### Sequential cells grouped by signal name, run 1

(2 px per um) Other sequential cells in the stronger grey, the rest of the logic in the fainter grey.
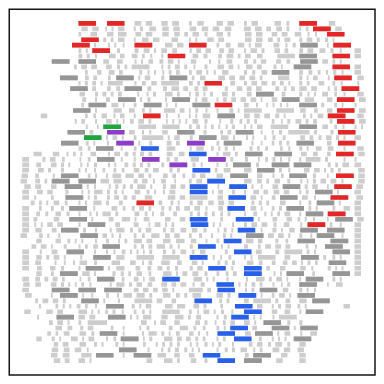
### Met4 routing, run 1

(3 px per um) Supply wires on this layer in grey. Cells faint in the background.
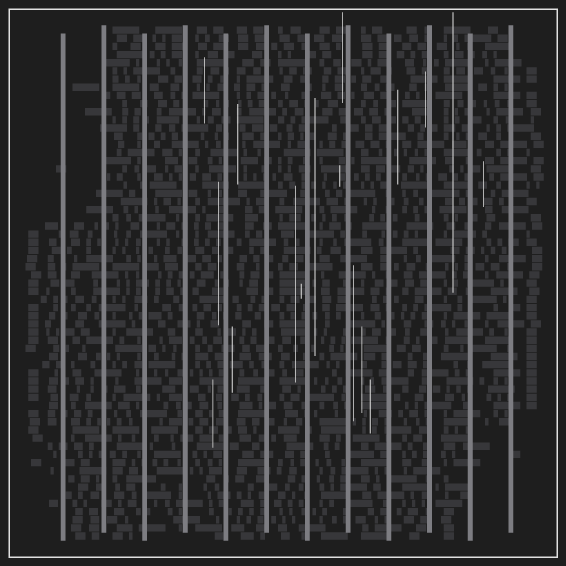
### Wiring by layer, run 1

(2 px per um)
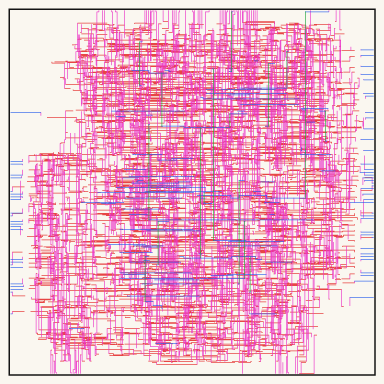
==> config.mk <==
export PLATFORM = sky130hd
export DESIGN_NAME = div_unit
export DESIGN_NICKNAME = d
export VERILOG_FILES = /design/src/rtl/div_unit.sv
export SDC_FILE = /design/constraint.sdc
export NUM_CORES = 1
export LEC_CHECK = 0
export CAP_MARGIN = 20
export CELL_PAD_IN_SITES_DETAIL_PLACEMENT = 2
export CELL_PAD_IN_SITES_GLOBAL_PLACEMENT = 2
export CORE_MARGIN = 4
export CORE_UTILIZATION = 37
export CTS_CLUSTER_SIZE = 16
export DETAILED_ROUTE_END_ITERATION = 8
export GPL_TIMING_DRIVEN = 0
export PLACE_DENSITY = 0.89
export SYNTH_ARGS = -nofsm -noshare
export SYNTH_HDL_FRONTEND = slang
export SYNTH_SLANG_ARGS = --single-unit
==> constraint.sdc <==
create_clock -name clk -period 5.8 [get_ports clk]
set_input_delay 0.58 -clock clk [delete_from_list [all_inputs] [get_ports clk]]
set_output_delay 0.58 -clock clk [all_outputs]
set_load 0.05 [all_outputs]
==> src/rtl/div_unit.sv <==
// Multicycle signed divider: restoring shift-subtract on operand magnitudes,
// one quotient bit per cycle, then sign correction into the held hi/lo results.
module div_unit #(
  parameter int WIDTH = 32,
  parameter int CNT_W = 6
) (
  input  logic             clk,
  input  logic             reset,
  input  logic             start,
  input  logic [WIDTH-1:0] dividend,
  input  logic [WIDTH-1:0] divisor,
  output logic             busy,
  output logic             done,
  output logic             div_zero,
  output logic [WIDTH-1:0] hi,
  output logic [WIDTH-1:0] lo
);

  localparam int RW = WIDTH + 1;
  localparam int SW = WIDTH + 2;

  typedef enum logic [1:0] {IDLE, RUN, FIX, DONE} state_t;

  state_t           state_q, state_d;
  logic [CNT_W-1:0] cnt_q, cnt_d;
  logic [WIDTH-1:0] q_q, q_d;
  logic [WIDTH-1:0] d_q, d_d;
  logic [RW-1:0]    r_q, r_d;
  logic             neg_q_q, neg_q_d;
  logic             neg_r_q, neg_r_d;
  logic [WIDTH-1:0] hi_q, hi_d;
  logic [WIDTH-1:0] lo_q, lo_d;
  logic             busy_q, busy_d;
  logic             done_q, done_d;
  logic             div_zero_q, div_zero_d;

  logic [SW-1:0]    r_sh;
  logic             ge;

  // The magnitude of the most negative value is 2^(WIDTH-1), which still fits unsigned.
  function automatic logic [WIDTH-1:0] mag(input logic signed [WIDTH-1:0] v);
    mag = v[WIDTH-1] ? -v : v;
  endfunction

  function automatic logic [WIDTH-1:0] apply_sign(input logic [WIDTH-1:0] v, input logic neg);
    apply_sign = neg ? -v : v;
  endfunction

  always_comb begin
    state_d    = state_q;
    cnt_d      = cnt_q;
    q_d        = q_q;
    d_d        = d_q;
    r_d        = r_q;
    neg_q_d    = neg_q_q;
    neg_r_d    = neg_r_q;
    hi_d       = hi_q;
    lo_d       = lo_q;
    done_d     = 1'b0;
    div_zero_d = 1'b0;
    r_sh       = {r_q, q_q[WIDTH-1]};
    ge         = (r_sh >= {2'b00, d_q});

    case (state_q)
      IDLE: begin
        if (start) begin
          if (divisor == '0) begin
            state_d    = DONE;
            done_d     = 1'b1;
            div_zero_d = 1'b1;
          end else begin
            q_d     = mag(dividend);
            d_d     = mag(divisor);
            neg_q_d = dividend[WIDTH-1] ^ divisor[WIDTH-1];
            neg_r_d = dividend[WIDTH-1];
            r_d     = '0;
            cnt_d   = '0;
            state_d = RUN;
          end
        end
      end
      RUN: begin
        r_d   = ge ? RW'(r_sh - {2'b00, d_q}) : RW'(r_sh);
        q_d   = {q_q[WIDTH-2:0], ge};
        cnt_d = cnt_q + CNT_W'(1);
        if (cnt_q == CNT_W'(WIDTH - 1)) state_d = FIX;
      end
      FIX: begin
        lo_d    = apply_sign(q_q, neg_q_q);
        hi_d    = apply_sign(r_q[WIDTH-1:0], neg_r_q);
        done_d  = 1'b1;
        state_d = DONE;
      end
      default: state_d = IDLE;
    endcase

    busy_d = (state_d == RUN) || (state_d == FIX);
  end

  // Registered state, datapath and outputs
  always_ff @(posedge clk or negedge reset) begin
    if (!reset) begin
      state_q    <= IDLE;
      cnt_q      <= '0;
      q_q        <= '0;
      d_q        <= '0;
      r_q        <= '0;
      neg_q_q    <= 1'b0;
      neg_r_q    <= 1'b0;
      hi_q       <= '0;
      lo_q       <= '0;
      busy_q     <= 1'b0;
      done_q     <= 1'b0;
      div_zero_q <= 1'b0;
    end else begin
      state_q    <= state_d;
      cnt_q      <= cnt_d;
      q_q        <= q_d;
      d_q        <= d_d;
      r_q        <= r_d;
      neg_q_q    <= neg_q_d;
      neg_r_q    <= neg_r_d;
      hi_q       <= hi_d;
      lo_q       <= lo_d;
      busy_q     <= busy_d;
      done_q     <= done_d;
      div_zero_q <= div_zero_d;
    end
  end

  assign busy     = busy_q;
  assign done     = done_q;
  assign div_zero = div_zero_q;
  assign hi       = hi_q;
  assign lo       = lo_q;

endmodule

==> run_results.csv, run 1 <==
group,metric,value,unit
outcome,status,"finished, final reports clean",
power_and_ir_drop,p_sw_share,50.8,%
worst_setup_path,crit_buf_inv,4,
worst_setup_path,reg2reg_depth,14,
finish,largest-register,"r_q",
detailed_routing,routed_via_density,5.74,
global_routing,grt_max_degree,120,
detailed_routing,drc_errors,0,
floorplanning,chip_area,0.0332,mm2
finish,combAreaFraction,45.9,%
yosys,synthXorXnorAreaFrac,11.5,%
final_timing,fin_skew,0.0129,ns
final_timing,maxSlewViolCount,0,
detailed_routing,drtPass1Iterations,5,
power_and_ir_drop,ir_drop,0.294,mV
floorplanning,core_region_area,0.0298,mm2
finish,fillers,3325,
clocking,holdBufCountCts,0,
floorplanning,dieWidth,182,um
worst_setup_path,crit_end,"r_q[12]",
detailed_routing,met1_length,19.3,mm
finish,final_area,0.0137,mm2
power_and_ir_drop,power_density,604,mW/mm2
place,port_buffers,132,
worst_setup_path,crit_start,"q_q[31]",
finish,inverters_excl_clock,53,
yosys,syn_nets,1432,
yosys,yosys_area,0.0112,mm2
clocking,tritoncts,"yes",
yosys,ys_sh_adder,4.30,%
yosys,ys_cells,1327,
clocking,cts_sinks,174,
yosys,edf_count,0,
worst_setup_path,cp-start-kind,"register",
finish,nNetsFinal,1584,
power_and_ir_drop,p_comb,4780,uW
finish,final_cells,1882,
finish,layout-drive-gt1-share,5.43,%
power_and_ir_drop,pwr-share-seq,26.9,%
global_routing,busiest_layer,"met2",
power_and_ir_drop,pwr-share-comb,57.9,%
final_timing,worst_pin_slew,0.890,ns
floorplanning,fp-utilization,37.7,%
power_and_ir_drop,pg_clk,1260,uW
worst_setup_path,cp.depth,14,
## Picture notes: 'Sequential cells grouped by signal name'
purple -> `cnt_q`  # placed flops 6, where centre
blue -> `r_q`  # placed flops 33
red -> `lo`  # placed flops 32
green -> `state_q`  # placed flops 2
not coloured = 101

## Picture notes: 'Met4 routing'
share of all routed wire = 1.4%
wire length on this layer = 588 um

## Picture notes: 'Wiring by layer'
magenta -> M2  # wire length 20.7 mm
blue -> M3  # wire length 1770 um
red -> M1  # wire length 19300 um
green -> M4  # wire length 588 um

==> run 1: placed cells by master, fill, tap and decap left out, types with 4 or more instances in the layout <==
master             n
clkdlybuf4s50_1  131
dfrtp_1          174
xnor2_1           48
and3_1             4
buf_2             12
buf_6              8
clkbuf_1          53
mux2i_1            5
clkbuf_16         17
o211ai_1           5
inv_6              5
nor2_1            65
nand2b_1           9
or4_1             14
o21ai_0          179
nand3_1           15
o31a_1             4
or3_1             14
nor4_1            10
a21oi_1           97
o31ai_1           30
ha_1              37
a21o_1             7
nand2_1          200
or2_2              4
a32oi_1           13
xor2_1            99
a211oi_1           4
o22ai_1           30
nand4_1           10
nor3_1            18
inv_8              4
inv_1             52
nor2b_1           11
o41ai_1           17
o21ai_1           15
--- run 2 (diff from run 1) ---
- CORE_UTILIZATION: 37 -> 31
- PLACE_DENSITY: 0.89 -> 0.8
- clock period: 5.8 -> 3.35 ns (I/O delays scaled with it)
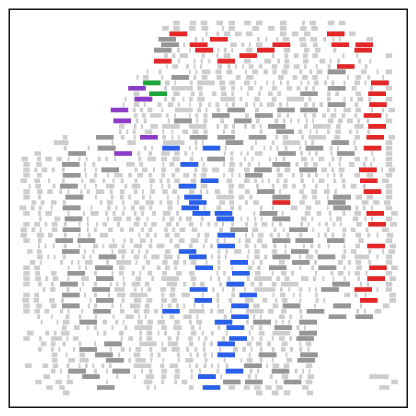
*Sequential cells grouped by signal name, run 2*
(2 px per um) Other sequential cells in the stronger grey, the rest of the logic in the fainter grey.
blue -> `r_q`  # placed flops 33
red -> `lo`  # placed flops 32
purple -> `cnt_q`  # placed flops 6
green -> `state_q`  # placed flops 2

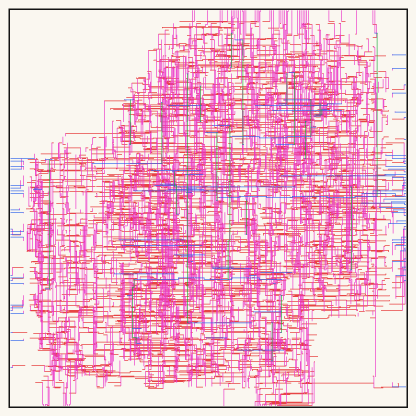
*Wiring by layer, run 2*
(2 px per um)
blue -> M3  # wire length 1300 um
magenta -> M2  # wire length 20.5 mm
red -> M1  # wire length 19100 um
green -> M4  # wire length 771 um

==> run_results.csv, run 2 <==
group,metric,value,unit
yosys,ys_seq_share,38.8,%
finish,ff_latch_area,0.00436,mm2
finish,nNetsFinal,1592,
power_and_ir_drop,pwr-share-seq,26.8,%
yosys,ys_cells,1327,
yosys,async_flop_share,100,%
power_and_ir_drop,p_sw_share,49.0,%
yosys,yosys_area,0.0112,mm2
finish,mostFrequentLayoutCell,"nand2_1",
yosys,syn_nets,1432,
worst_setup_path,r2r_start,"r_q[11]",
finish,fillers,3977,
floorplanning,chip_area,0.0393,mm2
place,port_buffers,132,
outcome,status,"finished, final reports clean",
finish,inverters_excl_clock,53,
finish,n_sequential_cell,174,
job,drv_cap,0,
floorplanning,boundaryPins,134,
power_and_ir_drop,pwr-share-comb,58.3,%
floorplanning,die_y,198,um
detailed_routing,drt_iter0_drc,467,
detailed_routing,wl_per_cell,21.2,um
detailed_routing,drtPass1Iterations,4,
clocking,cts-root-buf,"clkbuf_16",
floorplanning,fp-utilization,31.5,%
worst_setup_path,r2r-end,"r_q[31]",
floorplanning,num_rows,69,
worst_setup_path,crit_family,"AND-OR/OR-AND gates",
clocking,holdBufCountCts,1,
worst_setup_path,cp-end-kind,"register",
yosys,synthTopCellsByCount,"nand2_1, o21ai_0, dfrtp_1, xor2_1, a21oi_1",
finish,largest-register,"r_q",
finish,final_area,0.0139,mm2
yosys,top_cells_by_area,"dfrtp_1, o21ai_0, xor2_1, nand2_1, a21oi_1",
power_and_ir_drop,ir_drop,0.384,mV
yosys,synthXorXnorAreaFrac,11.5,%
yosys,edf_count,0,
final_timing,rsz0062_at_grt,"true",
worst_setup_path,crit_start,"r_q[11]",
worst_setup_path,cp_max_fo,9,
worst_setup_path,crit_end,"r_q[31]",
clocking,numCtsBuffers,17,
finish,diodes,0,
final_timing,setup_viol,0,
power_and_ir_drop,clkPwrFrac,15.0,%
detailed_routing,routed_via_density,5.45,
finish,layout-drive-gt1-share,7.20,%
finish,comb_area,0.00637,mm2
detailed_routing,postRouteAntennaNets,0,
worst_setup_path,cp-start-kind,"register",
finish,seq_share,31.3,%
finish,combAreaFraction,45.7,%
final_timing,hold_viol,0,
power_and_ir_drop,pg_clk,2140,uW
yosys,ys_sh_adder,4.30,%
finish,lay_top_cells,"nand2_1, o21ai_0, dfrtp_1",
worst_setup_path,crit_buf_inv,1,
clocking,cts_setup_buffers,5,
yosys,top_area_share,38.8,%
final_timing,maxSlewViolCount,0,
worst_setup_path,crit_slowest_cell,"dfrtp_1",
finish,final_util,39.1,%
worst_setup_path,cp.depth,10,
finish,synthToLayoutAreaGrowth,24.1,%
power_and_ir_drop,maxPowerGroup,"combinational cells",
floorplanning,core_region_area,0.0357,mm2
floorplanning,dieWidth,198,um
finish,final_cells,1961,
final_timing,timing.slew.headroom,38.8,%
power_and_ir_drop,p_seq,3820,uW
place,dp_hpwl,31.7,mm
detailed_routing,drc_errors,0,
power_and_ir_drop,power_density,1030,mW/mm2
clocking,tritoncts,"yes",
finish,nClkBuffers,18,
power_and_ir_drop,p_comb,8330,uW
detailed_routing,met1_length,19.1,mm
global_routing,busiest_layer,"met2",
global_routing,grt_max_degree,105,
final_timing,hold_ws,0.439,ns
final_timing,worst_pin_slew,0.918,ns
floorplanning,tapCellCount,461,
worst_setup_path,reg2reg_depth,10,
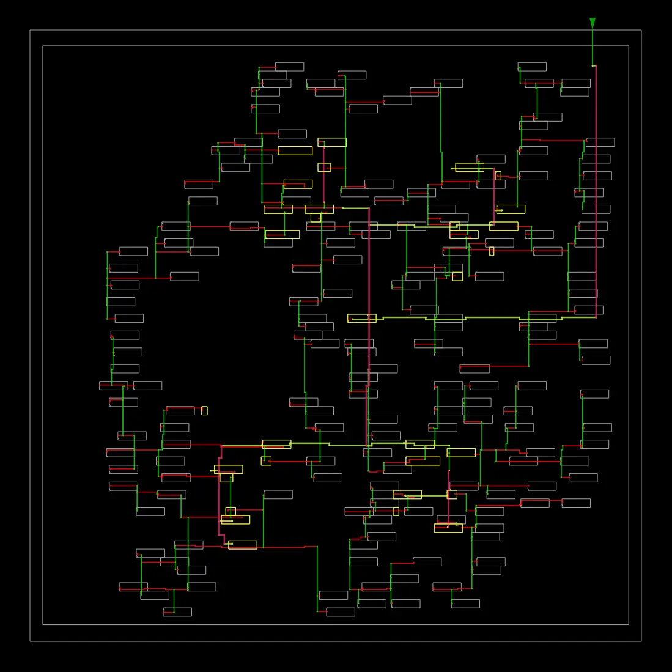
*Clock nets, run 2*
Layout Skew: 0.0146 ns
CTS Sinks: 174
clk_lat worst skew: 0.45 ns

==> run 2: cell count changes in the layout (fill, tap and decap cells not counted), sizes merged <==
cell,previous run,this run
buf,26,33
inv,62,58
dlygate4sd3,0,1
clkinvlp,1,0
clkinv,3,6
clkbuf,73,74
bufinv,2,3
==> run 2: worst min path at each step <==
stage	from	end	slack (ns)	depth (start not counted)
final	reset	hi[5]	0.44	2
after global routing	reset	hi[6]	0.51	2
after CTS	reset	hi[6]	0.48	2
after detailed placement	reset	hi[6]	0.35	1
after global placement	d_q[16]	d_q[16]	0.47	2
after floorplan	reset	busy	0.04	0
--- run 3 (diff from run 2) ---
- PLACE_DENSITY: 0.8 -> 0.84
- TNS_END_PERCENT: not set -> 30
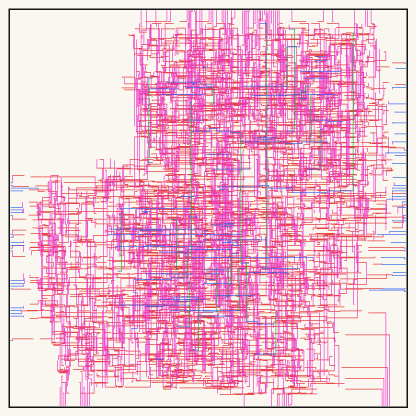
*Wiring by layer, run 3*
(2 px per um)
green -> M4  # wire length 753 um
magenta -> M2  # wire length 21.8 mm
blue -> M3  # wire length 1530 um
red -> M1  # wire length 19500 um

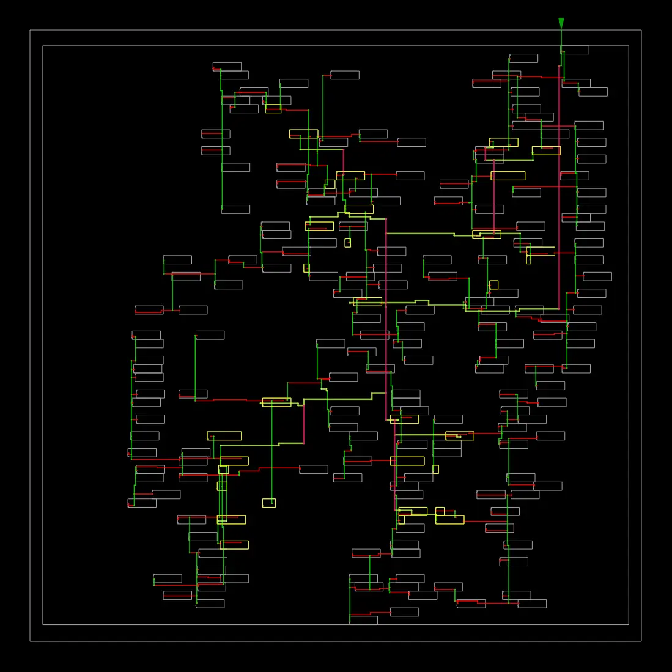
*Clock nets, run 3*
Layout Skew: 0.0101 ns
Power Clock: 2130 uW
Seq cells: 174

==> run_results.csv, run 3 <==
group,metric,value,unit
power_and_ir_drop,pwr-share-seq,26.2,%
final_timing,worst_pin_slew,0.830,ns
worst_setup_path,cp_max_fo,6,
detailed_routing,wl_per_cell,22.2,um
worst_setup_path,crit_family,"AND-OR/OR-AND gates",
worst_setup_path,cp-end-kind,"register",
finish,layout-drive-gt1-share,7.72,%
worst_setup_path,cp.depth,10,
yosys,edf_count,0,
detailed_routing,drc_errors,0,
clocking,cts_sinks,174,
finish,largest-register,"r_q",
power_and_ir_drop,p_comb,8810,uW
worst_setup_path,r2r-end,"r_q[29]",
job,drv_cap,0,
worst_setup_path,crit_start,"r_q[0]",
floorplanning,die_y,198,um
finish,final_area,0.0140,mm2
yosys,synthTopCellsByCount,"nand2_1, o21ai_0, dfrtp_1, xor2_1, a21oi_1",
yosys,syn_nets,1432,
yosys,yosys_area,0.0112,mm2
detailed_routing,drt_iter0_drc,539,
finish,nNetsFinal,1594,
worst_setup_path,r2r_start,"r_q[0]",
outcome,status,"finished, final reports clean",
detailed_routing,routed_via_density,5.51,
worst_setup_path,reg2reg_depth,10,
power_and_ir_drop,maxPowerGroup,"combinational cells",
clocking,numCtsBuffers,17,
final_timing,maxSlewViolCount,0,
finish,fillers,3965,
floorplanning,core_region_area,0.0357,mm2
worst_setup_path,crit_end,"r_q[29]",
power_and_ir_drop,power_density,1060,mW/mm2
yosys,ys_seq_share,38.8,%
floorplanning,boundaryPins,134,
finish,synthToLayoutAreaGrowth,24.7,%
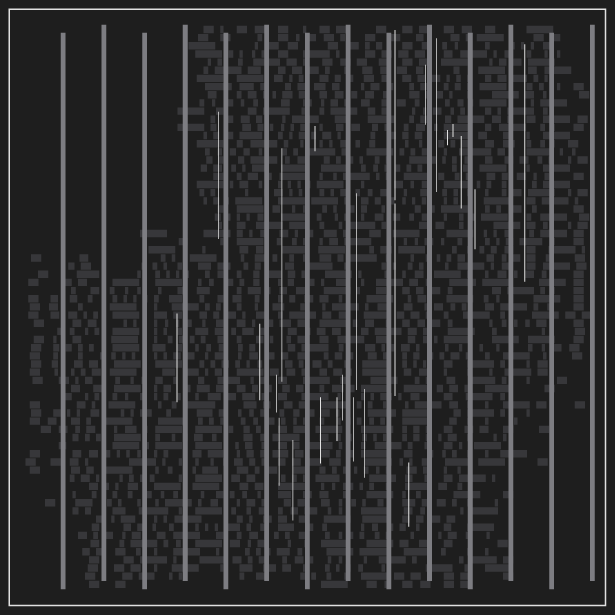
*Met4 routing, run 3*
(3 px per um) Supply wires on this layer in grey. Cells faint in the background.
wire length on this layer = 753 um
longest straight run = 78.9 um
main direction = vertical
nets with wire on the layer = 18
share of all routed wire = 1.7%

-- run 3: what timing repair did --
item | CTS | global route
pin swaps | 3 | 5
hold endpoints to repair | 64 | 0
endpoints found under the setup margin | 66 | 70
resized | 17 | 32
setup buffers | 4 | 5
hold buffers | 1 | 0
-- run 3: logic make-up after synthesis --
family          synth area share (%)
xor+xnor                        11.5
compound gates                  23.0
fa+ha+maj                       4.30
mux                            0.747
flops                           38.8
buf+inv                         5.22
simple gates                    16.4
-- run 3: cell type report --
class	instances	area, um2	area share [%]
tap	461	577	4.12
timing repair buffer	143	1430	10.2
clock inverter	13	163	1.16
buffer	80	417	2.98
clock buffer	19	443	3.17
inverter	53	199	1.42
sequential	174	4360	31.1
multi-input combinational	1020	6410	45.8

==> layout pictures side by side <==
Cell area per tile.
panel A
(2 px per um) 18 x 18 tiles, from white (low) to dark blue (high), 0 to 100% covered.
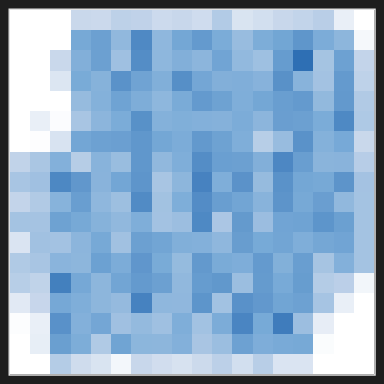
panel B
(2 px per um) 20 x 20 tiles, from white (low) to dark blue (high), 0 to 100% covered.
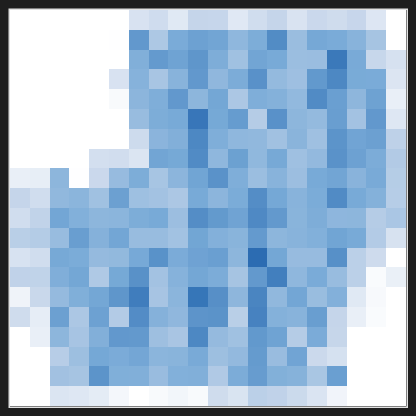
panel C
(2 px per um) 20 x 20 tiles, from white (low) to dark blue (high), 0 to 100% covered.
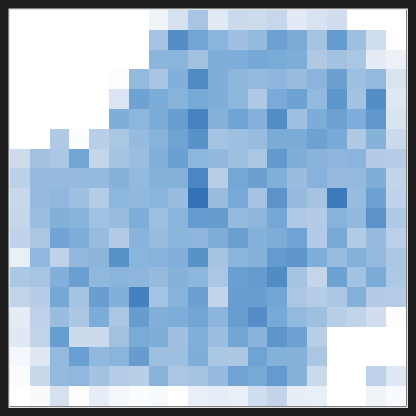
Of these, smallest die: panel A
Run 2 is panel C.
Run 3 is panel B.
Run 1 is panel A.

Power figures rest on the tool's default switching activity, not on a simulated workload.
